## src/rtl/mc_control_fsm.sv

```systemverilog
`default_nettype none
// ============================================================================
// mc_control_fsm : Moore control unit for the multicycle MIPS-subset datapath
// Revision 1.0   : initial release
// ============================================================================
module mc_control_fsm #(
  parameter logic [5:0] OP_RTYPE = 6'b000000,
  parameter logic [5:0] OP_LW    = 6'b100011,
  parameter logic [5:0] OP_SW    = 6'b101011,
  parameter logic [5:0] OP_BEQ   = 6'b000100,
  parameter logic [5:0] OP_J     = 6'b000010,
  parameter logic [5:0] OP_ADDI  = 6'b001000,
  parameter logic [5:0] OP_HALT  = 6'b111111,
  parameter int         CNT_W    = 16
) (
  input  logic             clk,
  input  logic             reset,
  input  logic [5:0]       opCode,
  input  logic             run,
  output logic             PCWriteCond,
  output logic             PCWrite,
  output logic             IorD,
  output logic             MemRead,
  output logic             MemWrite,
  output logic             MemtoReg,
  output logic             IRWrite,
  output logic [1:0]       PCSource,
  output logic [1:0]       ALUOp,
  output logic [1:0]       ALUSrcB,
  output logic             ALUSrcA,
  output logic             RegWrite,
  output logic             RegDst,
  output logic [3:0]       state,
  output logic             halted,
  output logic             illegal_op,
  output logic [CNT_W-1:0] instr_count
);

  localparam logic [3:0] S_FETCH    = 4'd0;
  localparam logic [3:0] S_FETCH_IR = 4'd1;
  localparam logic [3:0] S_DECODE   = 4'd2;
  localparam logic [3:0] S_MEMADR   = 4'd3;
  localparam logic [3:0] S_MEMWB    = 4'd4;
  localparam logic [3:0] S_MEMWR    = 4'd5;
  localparam logic [3:0] S_EXEC     = 4'd6;
  localparam logic [3:0] S_ALUWB    = 4'd7;
  localparam logic [3:0] S_ADDIEX   = 4'd8;
  localparam logic [3:0] S_ADDIWB   = 4'd9;
  localparam logic [3:0] S_BRANCH   = 4'd10;
  localparam logic [3:0] S_JUMP     = 4'd11;
  localparam logic [3:0] S_HALT     = 4'd12;

  logic [3:0]       r_state;
  logic [3:0]       w_next_state;
  logic             r_illegal;
  logic [CNT_W-1:0] r_count;
  logic             w_known_op;

  assign w_known_op = (opCode == OP_RTYPE) || (opCode == OP_LW) || (opCode == OP_SW) ||
                      (opCode == OP_BEQ) || (opCode == OP_J) || (opCode == OP_ADDI) ||
                      (opCode == OP_HALT);

  always_comb begin
    w_next_state = r_state;
    case (r_state)
      S_FETCH:    w_next_state = run ? S_FETCH_IR : S_FETCH;
      S_FETCH_IR: w_next_state = S_DECODE;
      S_DECODE: begin
        if ((opCode == OP_LW) || (opCode == OP_SW)) w_next_state = S_MEMADR;
        else if (opCode == OP_RTYPE)                w_next_state = S_EXEC;
        else if (opCode == OP_ADDI)                 w_next_state = S_ADDIEX;
        else if (opCode == OP_BEQ)                  w_next_state = S_BRANCH;
        else if (opCode == OP_J)                    w_next_state = S_JUMP;
        else if (opCode == OP_HALT)                 w_next_state = S_HALT;
        else                                        w_next_state = S_FETCH;
      end
      S_MEMADR:   w_next_state = (opCode == OP_LW) ? S_MEMWB : S_MEMWR;
      S_EXEC:     w_next_state = S_ALUWB;
      S_ADDIEX:   w_next_state = S_ADDIWB;
      S_HALT:     w_next_state = S_HALT;
      default:    w_next_state = S_FETCH;
    endcase
  end

  always_ff @(posedge clk or posedge reset) begin
    if (reset) begin
      r_state   <= S_FETCH;
      r_illegal <= 1'b0;
      r_count   <= '0;
    end else begin
      r_state   <= w_next_state;
      // Pulse lands on the cycle the FSM is back in FETCH after a bad DECODE
      r_illegal <= (r_state == S_DECODE) && !w_known_op;
      if (r_state == S_FETCH_IR) r_count <= r_count + CNT_W'(1);
    end
  end

  always_comb begin
    PCWriteCond = 1'b0;
    PCWrite     = 1'b0;
    IorD        = 1'b0;
    MemRead     = 1'b0;
    MemWrite    = 1'b0;
    MemtoReg    = 1'b0;
    IRWrite     = 1'b0;
    PCSource    = 2'b00;
    ALUOp       = 2'b00;
    ALUSrcB     = 2'b00;
    ALUSrcA     = 1'b0;
    RegWrite    = 1'b0;
    RegDst      = 1'b0;
    case (r_state)
      S_FETCH: MemRead = 1'b1;
      S_FETCH_IR: begin
        MemRead = 1'b1;
        IRWrite = 1'b1;
        ALUSrcB = 2'b01;
        PCWrite = 1'b1;
      end
      S_DECODE: ALUSrcB = 2'b10;
      S_MEMADR: begin
        ALUSrcA = 1'b1;
        ALUSrcB = 2'b10;
        IorD    = 1'b1;
        MemRead = 1'b1;
      end
      S_MEMWB: begin
        ALUSrcA  = 1'b1;
        ALUSrcB  = 2'b10;
        IorD     = 1'b1;
        MemtoReg = 1'b1;
        RegWrite = 1'b1;
      end
      S_MEMWR: begin
        ALUSrcA  = 1'b1;
        ALUSrcB  = 2'b10;
        IorD     = 1'b1;
        MemWrite = 1'b1;
      end
      S_EXEC: begin
        ALUSrcA = 1'b1;
        ALUOp   = 2'b10;
      end
      S_ALUWB: begin
        ALUSrcA  = 1'b1;
        ALUOp    = 2'b10;
        RegDst   = 1'b1;
        RegWrite = 1'b1;
      end
      S_ADDIEX: begin
        ALUSrcA = 1'b1;
        ALUSrcB = 2'b10;
      end
      S_ADDIWB: begin
        ALUSrcA  = 1'b1;
        ALUSrcB  = 2'b10;
        RegWrite = 1'b1;
      end
      S_BRANCH: begin
        ALUSrcA     = 1'b1;
        ALUOp       = 2'b01;
        PCSource    = 2'b01;
        PCWriteCond = 1'b1;
      end
      S_JUMP: begin
        PCSource = 2'b10;
        PCWrite  = 1'b1;
      end
      default: ;
    endcase
  end

  assign state       = r_state;
  assign halted      = (r_state == S_HALT);
  assign illegal_op  = r_illegal;
  assign instr_count = r_count;

endmodule
`default_nettype wire
```

## config.mk

```make
export PLATFORM = sky130hd
export DESIGN_NAME = mc_control_fsm
export DESIGN_NICKNAME = d
export VERILOG_FILES = /design/src/rtl/mc_control_fsm.sv
export SDC_FILE = /design/constraint.sdc
export NUM_CORES = 1
export LEC_CHECK = 0
export ABC_AREA = 1
export CAP_MARGIN = 20
export CELL_PAD_IN_SITES_DETAIL_PLACEMENT = 1
export CELL_PAD_IN_SITES_GLOBAL_PLACEMENT = 2
export CORE_UTILIZATION = 24
export CTS_BUF_LIST = sky130_fd_sc_hd__clkbuf_8
export CTS_CLUSTER_SIZE = 28
export DETAILED_ROUTE_END_ITERATION = 8
export PLACE_DENSITY = 0.86
export SLEW_MARGIN = 0
export SYNTH_ARGS = -nofsm -noshare
export SYNTH_HDL_FRONTEND = slang
export SYNTH_SLANG_ARGS = --single-unit
```

## constraint.sdc

```tcl
create_clock -name clk -period 1.6 [get_ports clk]
set_clock_uncertainty 0.1 [all_clocks]
set_input_delay 0.24 -clock clk [delete_from_list [all_inputs] [get_ports clk]]
set_output_delay 0.24 -clock clk [all_outputs]
set_load 0.005 [all_outputs]
```

==> impl_metrics.toml <==
# flow metrics
[detailed_routing]
met2WireLength_um = 2831
vias = 1688
antenna_left = 0
firstDrtPassIters = 4
drt_iter0_markers = 66

[placement]
placedCellCount = 353
port_buffers = 46
hpwl_um = 3468
gp_congestion = 0.7715

[grt]
grt_use_met3_pct = 3.488
gr-usage-all-layers_pct = 17.32
antenna_found_initial = 0

[run_status]
violations = "negative setup slack"
status = "finished, violations left"

[timing]
slew-limit-headroom_pct = 76.16
worstMarginPinSlew_ps = 354.9
fin_crit_ps = 1769
setup_slack_ps = -169.1
setup_viol = 20

[logic_synthesis]
syn_nets = 218
top_area_cell = "dfrtp_1"
ys_warn_count = 0
synth.area.mux_share_pct = 0
synth-seq-area-share_pct = 37.63
ys_cells = 208

[critical_path]
crit_path_end_kind = "output pin"
path_class = "flop to output pin"

[power]
cellPowerDensity_nw_per_um2 = 1169
leakage_nw = 1.195

[clocking]
cts.path.max_buffers = 2
cts_resized = 127

[cells_and_area]
fin_cells = 378
fill_cells = 719
cell families (layout without fill, tap and decap cells):
family	after synthesis	count (layout)
buf+inv	32	130
fa+ha+maj	1	1
compound gates	14	14
flops	21	21
simple gates	131	131
xor+xnor	9	9
final cells by class:
class                   instances  area share [%]
clock buffers                   3           1.652
multi-input cells             155           35.70
well taps                      72           3.605
clock inverters                 1          0.1502
inverters                      29           4.557
repair buffers                 97           32.85
flip-flops and latches         21           21.48
metrics by stage:
stage	worst slack (ps)	utilization [%]
4_1_cts	-146.1	43.13
5_1_grt	-291.8	45.10
6_report	-169.1	45.10
3_5_place_dp	-337.6	38.84
3_3_place_gp	-302.4	38.84
2_1_floorplan	157.7	-
state kept, by name (all words and copies together) (netlist names):
name,flops
illegal_op,1
instr_count,16
state,4
report_power, final:
group / switching [W] / internal [W] / leakage, nW
combinational: 0.000855 / 0.000929 / 0.899
clock: 0.000183 / 0.000171 / 0.0269
sequential: 0.000139 / 0.000643 / 0.269
total: 0.00118 / 0.00174 / 1.19
final timing paths:
| path | end | startpoint | slack (ps) | depth (start not counted) |
|---|---|---|---|---|
| hold reg to reg | instr_count[9] | instr_count[9] | 420 | 1 |
| min in group clk | instr_count[9] | instr_count[9] | 420 | 1 |
| setup / recovery | ALUSrcA | state[2] | -170 | 6 |
| hold / removal | instr_count[3] | reset | 200 | 3 |
| max in group asynchronous | instr_count[2] | reset | 950 | 3 |
| setup reg to reg | instr_count[9] | state[2] | -110 | 9 |
worst max-delay path: stages, from the launching register on:
cell and delay, ps:
dfrtp_1 400, buf_4 150, buf_6 120, nor2_4 130, inv_4 70, a31oi_1 150
buf_2 140
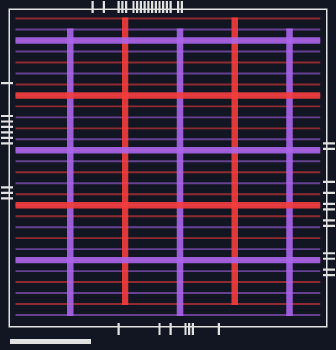
pdn.png
Bar = 20 um. Pins as bars on the die edge.
| net | colour |
|---|---|
| VDD | red |
| VSS | purple |
rows: 27
signal pins: 47
met4 straps: 5
met1 rails: 28
met5 straps: 5

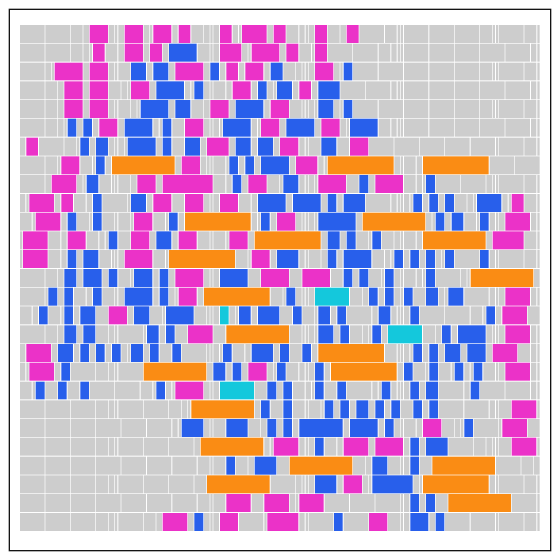
cell_classes.png
Fill, decap, tap and diode cells in grey.
| class | colour | cells | share of their area |
|---|---|---|---|
| clock drivers and dummy loads | cyan | 4 | 1.9% |
| all other logic | blue | 184 | 42% |
| other buffers and delay cells | magenta | 97 | 34% |
| flip-flops | orange | 21 | 22% |

Power and IR drop assume default switching activity.
